File: src/rtl/codec_cfg_pkg.sv
// Shared types, codec register addresses and the default SSM2603 start-up table
// for the codec configuration sequencer.
package codec_cfg_pkg;

  typedef enum logic [3:0] {
    S_WAIT_PWR,
    S_LOAD,
    S_EXEC,
    S_WAIT_DONE,
    S_CHECK,
    S_DELAY,
    S_DONE,
    S_ERROR,
    S_USER_ACK
  } state_t;

  localparam logic [6:0] R0  = 7'd0;
  localparam logic [6:0] R1  = 7'd1;
  localparam logic [6:0] R2  = 7'd2;
  localparam logic [6:0] R3  = 7'd3;
  localparam logic [6:0] R4  = 7'd4;
  localparam logic [6:0] R5  = 7'd5;
  localparam logic [6:0] R6  = 7'd6;
  localparam logic [6:0] R7  = 7'd7;
  localparam logic [6:0] R8  = 7'd8;
  localparam logic [6:0] R9  = 7'd9;
  localparam logic [6:0] R10 = 7'd10;
  localparam logic [6:0] R11 = 7'd11;
  localparam logic [6:0] R12 = 7'd12;
  localparam logic [6:0] R13 = 7'd13;
  localparam logic [6:0] R14 = 7'd14;
  localparam logic [6:0] R15 = 7'd15;

  localparam logic [4:0] USER_ERR_INDEX = 5'd31;

  function automatic logic [1:0] iwl_from_wl(input int wl);
    case (wl)
      16:      return 2'b00;
      20:      return 2'b01;
      24:      return 2'b10;
      32:      return 2'b11;
      default: return 2'b00;
    endcase
  endfunction

  // Entry layout {addr[6:0], data[8:0]} equals {i2c_addr, i2c_data_w} on the bus.
  function automatic logic [15:0] table_entry(input int idx, input int wl);
    logic [8:0] r7_data;
    r7_data = 9'h002 | {5'd0, iwl_from_wl(wl), 2'b00};
    case (idx)
      0:       return {R15, 9'h000};
      1:       return {R0,  9'h017};
      2:       return {R1,  9'h017};
      3:       return {R2,  9'h179};
      4:       return {R3,  9'h179};
      5:       return {R4,  9'h010};
      6:       return {R5,  9'h000};
      7:       return {R6,  9'h010};
      8:       return {R7,  r7_data};
      9:       return {R8,  9'h000};
      10:      return {R9,  9'h001};
      11:      return {R6,  9'h000};
      default: return {R9,  9'h001};
    endcase
  endfunction

endpackage

File: src/rtl/codec_cfg_rom.sv
// Combinational lookup of the codec start-up table: index -> {addr[6:0], data[8:0]}.
module codec_cfg_rom
  import codec_cfg_pkg::*;
#(
  parameter int WL       = 16,
  parameter int NUM_REGS = 12
) (
  input  logic [4:0]  index,
  output logic [15:0] entry
);

  always_comb begin
    entry = '0;
    if (32'(index) < 32'(NUM_REGS)) entry = table_entry(int'(index), WL);
  end

endmodule

File: src/rtl/codec_cfg_seq.sv
// Codec configuration sequencer: walks the start-up table through an I2C byte-write
// driver with power-up delays, NACK/timeout retry and error reporting.
// Optional runtime single-register write port enabled by CODEC_CFG_USER_WR_EN.
module codec_cfg_seq
  import codec_cfg_pkg::*;
#(
  parameter int NUM_REGS     = 12,
  parameter int WL           = 16,
  parameter int MAX_RETRY    = 3,
  parameter int STARTUP_CYC  = 1024,
  parameter int ACTIVATE_DLY = 4096,
  parameter int TIMEOUT_CYC  = 65535
) (
  input  logic       clk,
  input  logic       reset,
  input  logic       start,
  output logic       i2c_exec,
  output logic [7:0] i2c_addr,
  output logic [7:0] i2c_data_w,
  input  logic       i2c_done,
  input  logic       i2c_ack,
  output logic       cfg_busy,
  output logic       cfg_done,
  output logic       cfg_err,
  output logic [4:0] err_index,
  input  logic       user_wr_req,
  input  logic [6:0] user_wr_addr,
  input  logic [8:0] user_wr_data,
  output logic       user_wr_ack
);

  state_t      state, state_n;
  logic [31:0] cnt, cnt_n;
  logic [5:0]  idx, idx_n;
  logic [2:0]  retry, retry_n;
  logic [15:0] word, word_n;
  logic        done_f, done_n;
  logic        err_f, err_n;
  logic [4:0]  eidx, eidx_n;
  logic        user, user_n;
  logic        ret_err, ret_err_n;
  logic        user_cap;
  logic [15:0] user_word;
  logic [15:0] rom_entry;
  logic        user_go;
  logic [15:0] user_in;

`ifdef CODEC_CFG_USER_WR_EN
  assign user_go     = user_wr_req;
  assign user_in     = {user_wr_addr, user_wr_data};
  assign user_wr_ack = (state == S_USER_ACK);
`else
  logic unused_user;
  assign user_go     = 1'b0;
  assign user_in     = '0;
  assign user_wr_ack = 1'b0;
  assign unused_user = ^{user_wr_req, user_wr_addr, user_wr_data};
`endif

  codec_cfg_rom #(
    .WL       (WL),
    .NUM_REGS (NUM_REGS)
  ) u_rom (
    .index (idx[4:0]),
    .entry (rom_entry)
  );

  assign i2c_exec   = (state == S_EXEC);
  assign i2c_addr   = word[15:8];
  assign i2c_data_w = word[7:0];
  assign cfg_done   = done_f;
  assign cfg_err    = err_f;
  assign err_index  = eidx;

  always_comb begin
    state_n   = state;
    cnt_n     = cnt;
    idx_n     = idx;
    retry_n   = retry;
    word_n    = word;
    done_n    = done_f;
    err_n     = err_f;
    eidx_n    = eidx;
    user_n    = user;
    ret_err_n = ret_err;
    user_cap  = 1'b0;
    case (state)
      S_WAIT_PWR: begin
        if (cnt + 32'd1 >= 32'(STARTUP_CYC)) begin
          state_n = S_LOAD;
          cnt_n   = '0;
          idx_n   = '0;
          retry_n = '0;
        end else begin
          cnt_n = cnt + 32'd1;
        end
      end
      S_LOAD: begin
        word_n  = user ? user_word : rom_entry;
        state_n = S_EXEC;
      end
      S_EXEC: begin
        cnt_n   = '0;
        state_n = S_WAIT_DONE;
      end
      S_WAIT_DONE: begin
        cnt_n = cnt + 32'd1;
        // A completion in the same cycle as the timeout still counts as a response.
        if (i2c_done && !i2c_ack) begin
          retry_n = '0;
          if (user) begin
            state_n = S_USER_ACK;
          end else begin
            idx_n   = idx + 6'd1;
            state_n = S_CHECK;
          end
        end else if (i2c_done || (cnt + 32'd1 >= 32'(TIMEOUT_CYC))) begin
          if (32'(retry) < 32'(MAX_RETRY)) begin
            retry_n = retry + 3'd1;
            state_n = S_LOAD;
          end else begin
            state_n = S_ERROR;
            err_n   = 1'b1;
            done_n  = 1'b0;
            eidx_n  = user ? USER_ERR_INDEX : idx[4:0];
            user_n  = 1'b0;
          end
        end
      end
      S_CHECK: begin
        if (idx == 6'(NUM_REGS)) begin
          state_n = S_DONE;
          done_n  = 1'b1;
        end else if ((idx == 6'(NUM_REGS - 1)) && (ACTIVATE_DLY > 0)) begin
          state_n = S_DELAY;
          cnt_n   = '0;
        end else begin
          state_n = S_LOAD;
        end
      end
      S_DELAY: begin
        if (cnt + 32'd1 >= 32'(ACTIVATE_DLY)) begin
          state_n = S_LOAD;
          cnt_n   = '0;
        end else begin
          cnt_n = cnt + 32'd1;
        end
      end
      S_DONE, S_ERROR: begin
        if (start) begin
          state_n = S_LOAD;
          done_n  = 1'b0;
          err_n   = 1'b0;
          eidx_n  = '0;
          idx_n   = '0;
          retry_n = '0;
          user_n  = 1'b0;
        end else if (user_go) begin
          state_n   = S_LOAD;
          retry_n   = '0;
          user_n    = 1'b1;
          user_cap  = 1'b1;
          ret_err_n = (state == S_ERROR);
        end
      end
      S_USER_ACK: begin
        user_n  = 1'b0;
        state_n = ret_err ? S_ERROR : S_DONE;
      end
      default: state_n = S_WAIT_PWR;
    endcase
  end

  always_ff @(posedge clk or negedge reset) begin
    if (!reset) begin
      state    <= S_WAIT_PWR;
      cnt      <= '0;
      idx      <= '0;
      retry    <= '0;
      word     <= '0;
      done_f   <= 1'b0;
      err_f    <= 1'b0;
      eidx     <= '0;
      user     <= 1'b0;
      ret_err  <= 1'b0;
      cfg_busy <= 1'b0;
    end else begin
      state    <= state_n;
      cnt      <= cnt_n;
      idx      <= idx_n;
      retry    <= retry_n;
      word     <= word_n;
      done_f   <= done_n;
      err_f    <= err_n;
      eidx     <= eidx_n;
      user     <= user_n;
      ret_err  <= ret_err_n;
      cfg_busy <= !(state_n inside {S_DONE, S_ERROR});
    end
  end

  // Captured request payload is pure data, qualified by the user flag.
  always_ff @(posedge clk) begin
    if (user_cap) user_word <= user_in;
  end

endmodule

File: config.mk
export PLATFORM = sky130hd
export DESIGN_NAME = codec_cfg_seq
export DESIGN_NICKNAME = d
export VERILOG_FILES = /design/src/rtl/codec_cfg_pkg.sv /design/src/rtl/codec_cfg_rom.sv /design/src/rtl/codec_cfg_seq.sv
export SDC_FILE = /design/constraint.sdc
export NUM_CORES = 1
export LEC_CHECK = 0
export ABC_AREA = 1
export CAP_MARGIN = 30
export CORE_AREA = 2 2 97 99
export CTS_CLUSTER_SIZE = 25
export DETAILED_ROUTE_END_ITERATION = 8
export DIE_AREA = 0 0 99 101
export GPL_TIMING_DRIVEN = 1
export PLACE_DENSITY = 0.76
export SLEW_MARGIN = 30
export SYNTH_ARGS = -nofsm -noshare
export SYNTH_HDL_FRONTEND = slang
export SYNTH_SLANG_ARGS = --single-unit
export TNS_END_PERCENT = 50
File: constraint.sdc
create_clock -name clk -period 3.6 [get_ports clk]
set_input_delay 0.54 -clock clk [delete_from_list [all_inputs] [get_ports clk]]
set_output_delay 0.54 -clock clk [all_outputs]
set_load 0.02 [all_outputs]
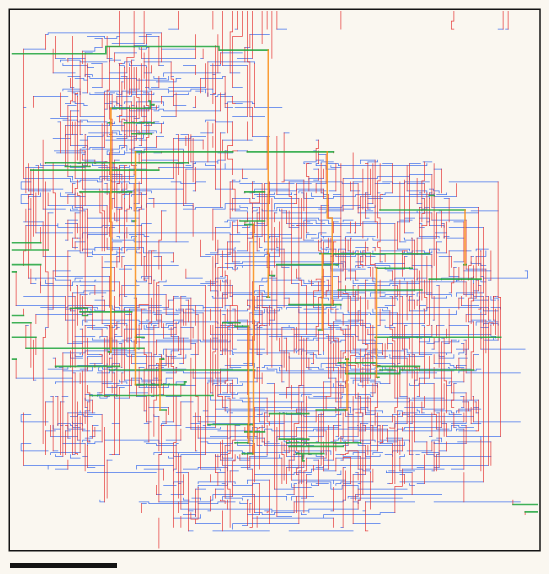
Figure 1: routed metal, one colour a layer.
Bar = 20 microns.
Key: red = met2 [wire length 5,220 microns]; green = met3 [wire length 556 microns]; blue = met1 [wire length 4,820 microns]; orange = met4 [wire length 293 microns]

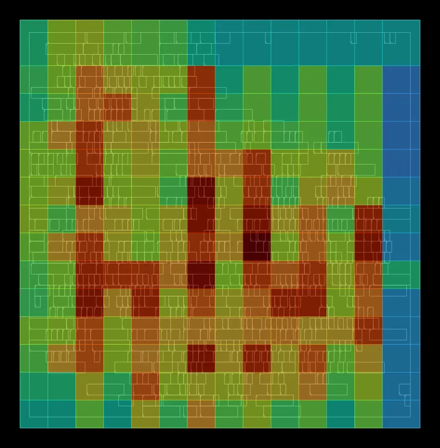
Figure 2: routing congestion.
layer with the highest usage after global routing: met2
routed len/inst: 13.4 microns
global-route usage over all layers: 0.230
post-layout utilization of the core: 0.552

==> flow_summary.toml <==
# flow metrics
[floorplanning]
die_area_sq_um = 10000
io-pin-count = 48
rows = 35
core_area_sq_um = 8980
fp-utilization = 0.495
die_y_microns = 101
dieWidth_microns = 99

[worst_setup_path]
crit_fanout = 11
crit_path_category = "reg -> reg"
critical_path.cell_chain = "ha_1 > inv_1 > nor2_4 > nand2_2 > nor2_4 > nand2_1 > nand2_1 > nand2_1 > nor2_1 > nand2_2 > nor2_4 > nand3_2 > nand2_1 > nand3_2 > o21ai_0"
startpoint_type = "flop"
critPathMostFrequentCell = "sky130_fd_sc_hd__nand2_1"
slowest_cell_on_crit_path = "sky130_fd_sc_hd__dfrtp_1"
worst_ep_required_time_ps = 3860
worst_path_largest_cell_delay_ps = 420
path_delay_family = "simple AND/OR/NAND/NOR gates"
critical_path.n_buffers_inverters = 1
worst_ep_arrival_time_ps = 2990
critPathCaptureType = "flop"

[job]
tool_warnings = 47
drv_cap = 0

[synth]
synth_flop_count = 62
avgSynthCellArea_sq_um = 6.62
yosys-stat-cells = 672
synth-seq-area-share = 0.349
synth_top_flop_cell = "sky130_fd_sc_hd__dfrtp_1"
synthDistinctLibCells = 40
yosys_warnings = 0
synth_async_sr_flop_share = 1.00
synth.cell_area_sq_um = 4450
ys_chip_area_sq_um = 4450
number_of_enable_flip_flop_cells = 0
postSynthCellCount = 672

[clocking]
insertion_delay_ps = 350
cts-root-buf = "sky130_fd_sc_hd__clkbuf_8"
cts-htree-levels = 3
cts_inserted_buffers = 9
numClockSinks = 62
max-clock-path-buffers = 2
clock_tree_from_tritoncts = "yes"
cts_setup_buffers = 0
cts-resized-gates = 0
cts-hold-fix-buffers = 0
cts.clk_slew.worst_paths_ps = 90

[detailed_routing]
postRouteWirelength_mm = 10.9
detailedRoute.firstPassIterationCount = 5
postRouteAntennaNets = 0
via_per_instance_ratio = 5.31
drt_drc_violations_left = 0
drt-initial-drc-count = 290
via_count = 4326

[finish]
flop_area_sq_um = 1550
nFillCells = 869
syn2layout_area_growth_pct = 11.5
logic_area_sq_um = 2490
antenna_cells_inserted = 0
final_layout_top_logic_cell = "sky130_fd_sc_hd__nand2_1"
final_layout_size_suffix_gt1_frac = 0.102
finalNonFillerCells = 815
layout.cells.most_common_list = "sky130_fd_sc_hd__nand2_1, sky130_fd_sc_hd__nor2_1, sky130_fd_sc_hd__inv_1"
final_net_count = 728

[hold_path]
min-delay-path-class = "in -> async"

[pwr]
share_seq_of_total_power = 0.382
power_leakage_nw = 2.33
p_comb_frac = 0.348
ir_worst_vdd_uv = 296
pwr_density_cell_nw_per_um2 = 461
total_power_w = 0.00228
power.share.clock = 0.269
power.switching_w = 0.000907
intPower_w = 0.00138
power.share.switching = 0.397

[place]
place_inst = 799
dp.final_hpwl_mm = 8.19
io_buffers = 25
gpl.final_weighted_congestion = 0.915

[final_timing]
setup_viol = 0
timing.final.max_slew_violations = 0
finalClockSkew_ps = 19.1
timing.final.crit_share = 0.760
max_slew.worst_pin.slew_ps = 756
achievable-frequency_mhz = 366
setup-tns-final_ps = 0
slew_headroom = 0.492
report.final.hold_viol_count = 0
rsz0062_at_grt = "false"
layout_min_cycle_time_ps = 2730

[global_routing]
grt_overflow_total = 0
largest_net_degree_at_the_start_of_global_routing = 48
antenna_violations_before_repair = 0
wire_length_of_the_first_global_routing_pass_mm = 18.7
via_count_of_the_first_global_routing_pass = 4222

[run_status]
status = "finished, final reports clean"
[synth_stat cells (9+ instances only)]
cell type,instances,share of area
sky130_fd_sc_hd__o22ai_1,20,0.028
sky130_fd_sc_hd__nand2_1,233,0.20
sky130_fd_sc_hd__inv_1,78,0.066
sky130_fd_sc_hd__o21ai_0,22,0.025
sky130_fd_sc_hd__nor2_1,90,0.076
sky130_fd_sc_hd__nand2_2,14,0.020
sky130_fd_sc_hd__nand4_1,9,0.013
sky130_fd_sc_hd__dfrtp_1,62,0.35
sky130_fd_sc_hd__o21ai_2,13,0.026
sky130_fd_sc_hd__nand3_1,44,0.050
[power by group through the flow]
stage	clock, W	combinational (W)	sequential, W
after floorplan	0	0.000489	0.000943
after global placement	0	0.000777	0.000881
after detailed placement	0	0.000794	0.000886
after CTS	0.000628	0.000799	0.000872
after global routing	0.000652	0.000892	0.000887
final	0.000615	0.000796	0.000873
[logic make-up (layout without fill, tap and decap cells)]
kind of cell	Yosys count	in the layout	synth area share
xor gates and xnor gates	8	8	0.0158
AOI/OAI and AO/OA	72	72	0.103
other	1	6	0.000843
and+or+nand+nor	422	422	0.418
buffers and inverters	100	127	0.0945
DFF	62	62	0.349
adders and majority gates	7	7	0.0197
[stage by stage]
stage | util | worst slack (ps) | hold WS [ps] | area (sq um)
2_1_floorplan | - | 1480 | 244 | 4470
3_3_place_gp | 0.531 | 964 | 465 | 4760
3_5_place_dp | 0.531 | 889 | 467 | 4770
4_1_cts | 0.552 | 869 | 223 | 4960
5_1_grt | 0.552 | 546 | 263 | 4960
6_report | 0.552 | 866 | 210 | 4960
[flip-flops by register name, summed over array words and instances (netlist names)]
register   cells
cfg_err        1
retry          3
cfg_busy       1
cfg_done       1
idx            6
err_index      5
word           9
cnt           32
state          4
[per-layer routing]
layer  vias to the layer above  routed length (microns)  GRT usage  part of all wire
li1                       2164                        -          -                 -
met1                      2028                     4820      0.290              0.44
met2                       109                     5220      0.391              0.48
met3                        25                      555     0.0340             0.051
met4                         0                      293      0.106             0.027
met5                         -                        0          0                 0
[final cells by class]
| class | count | area share |
|---|---|---|
| sequential | 62 | 0.313 |
| timing repair buffer | 28 | 0.0545 |
| clock buffer | 11 | 0.0265 |
| multi-input combinational | 515 | 0.503 |
| clock inverter | 5 | 0.0121 |
| inverter | 83 | 0.0628 |
| tap | 111 | 0.0280 |
[worst reg2reg max path, delay by kind of cell, from the launching register on]
family | cells | cell delay [ps]
adder cells (fa/ha/maj) | 1 | 230
flip-flops | 1 | 420
AND/OR/NAND/NOR | 12 | 1640
buffers and inverters | 1 | 110
AND-OR/OR-AND | 1 | 260
[worst paths after layout]
kind / from / endpoint / slack [ps] / depth (start not counted)
worst max register to register: cnt[1] / cnt[1] / 870 / 15
worst min-delay path: reset / cnt[9] / 210 / 1
worst max-delay path: cnt[1] / cnt[1] / 870 / 15
worst min register to register: word[1] / word[1] / 480 / 1
min in group clk: word[1] / word[1] / 480 / 1
max in group asynchronous: reset / word[8] / 2710 / 2
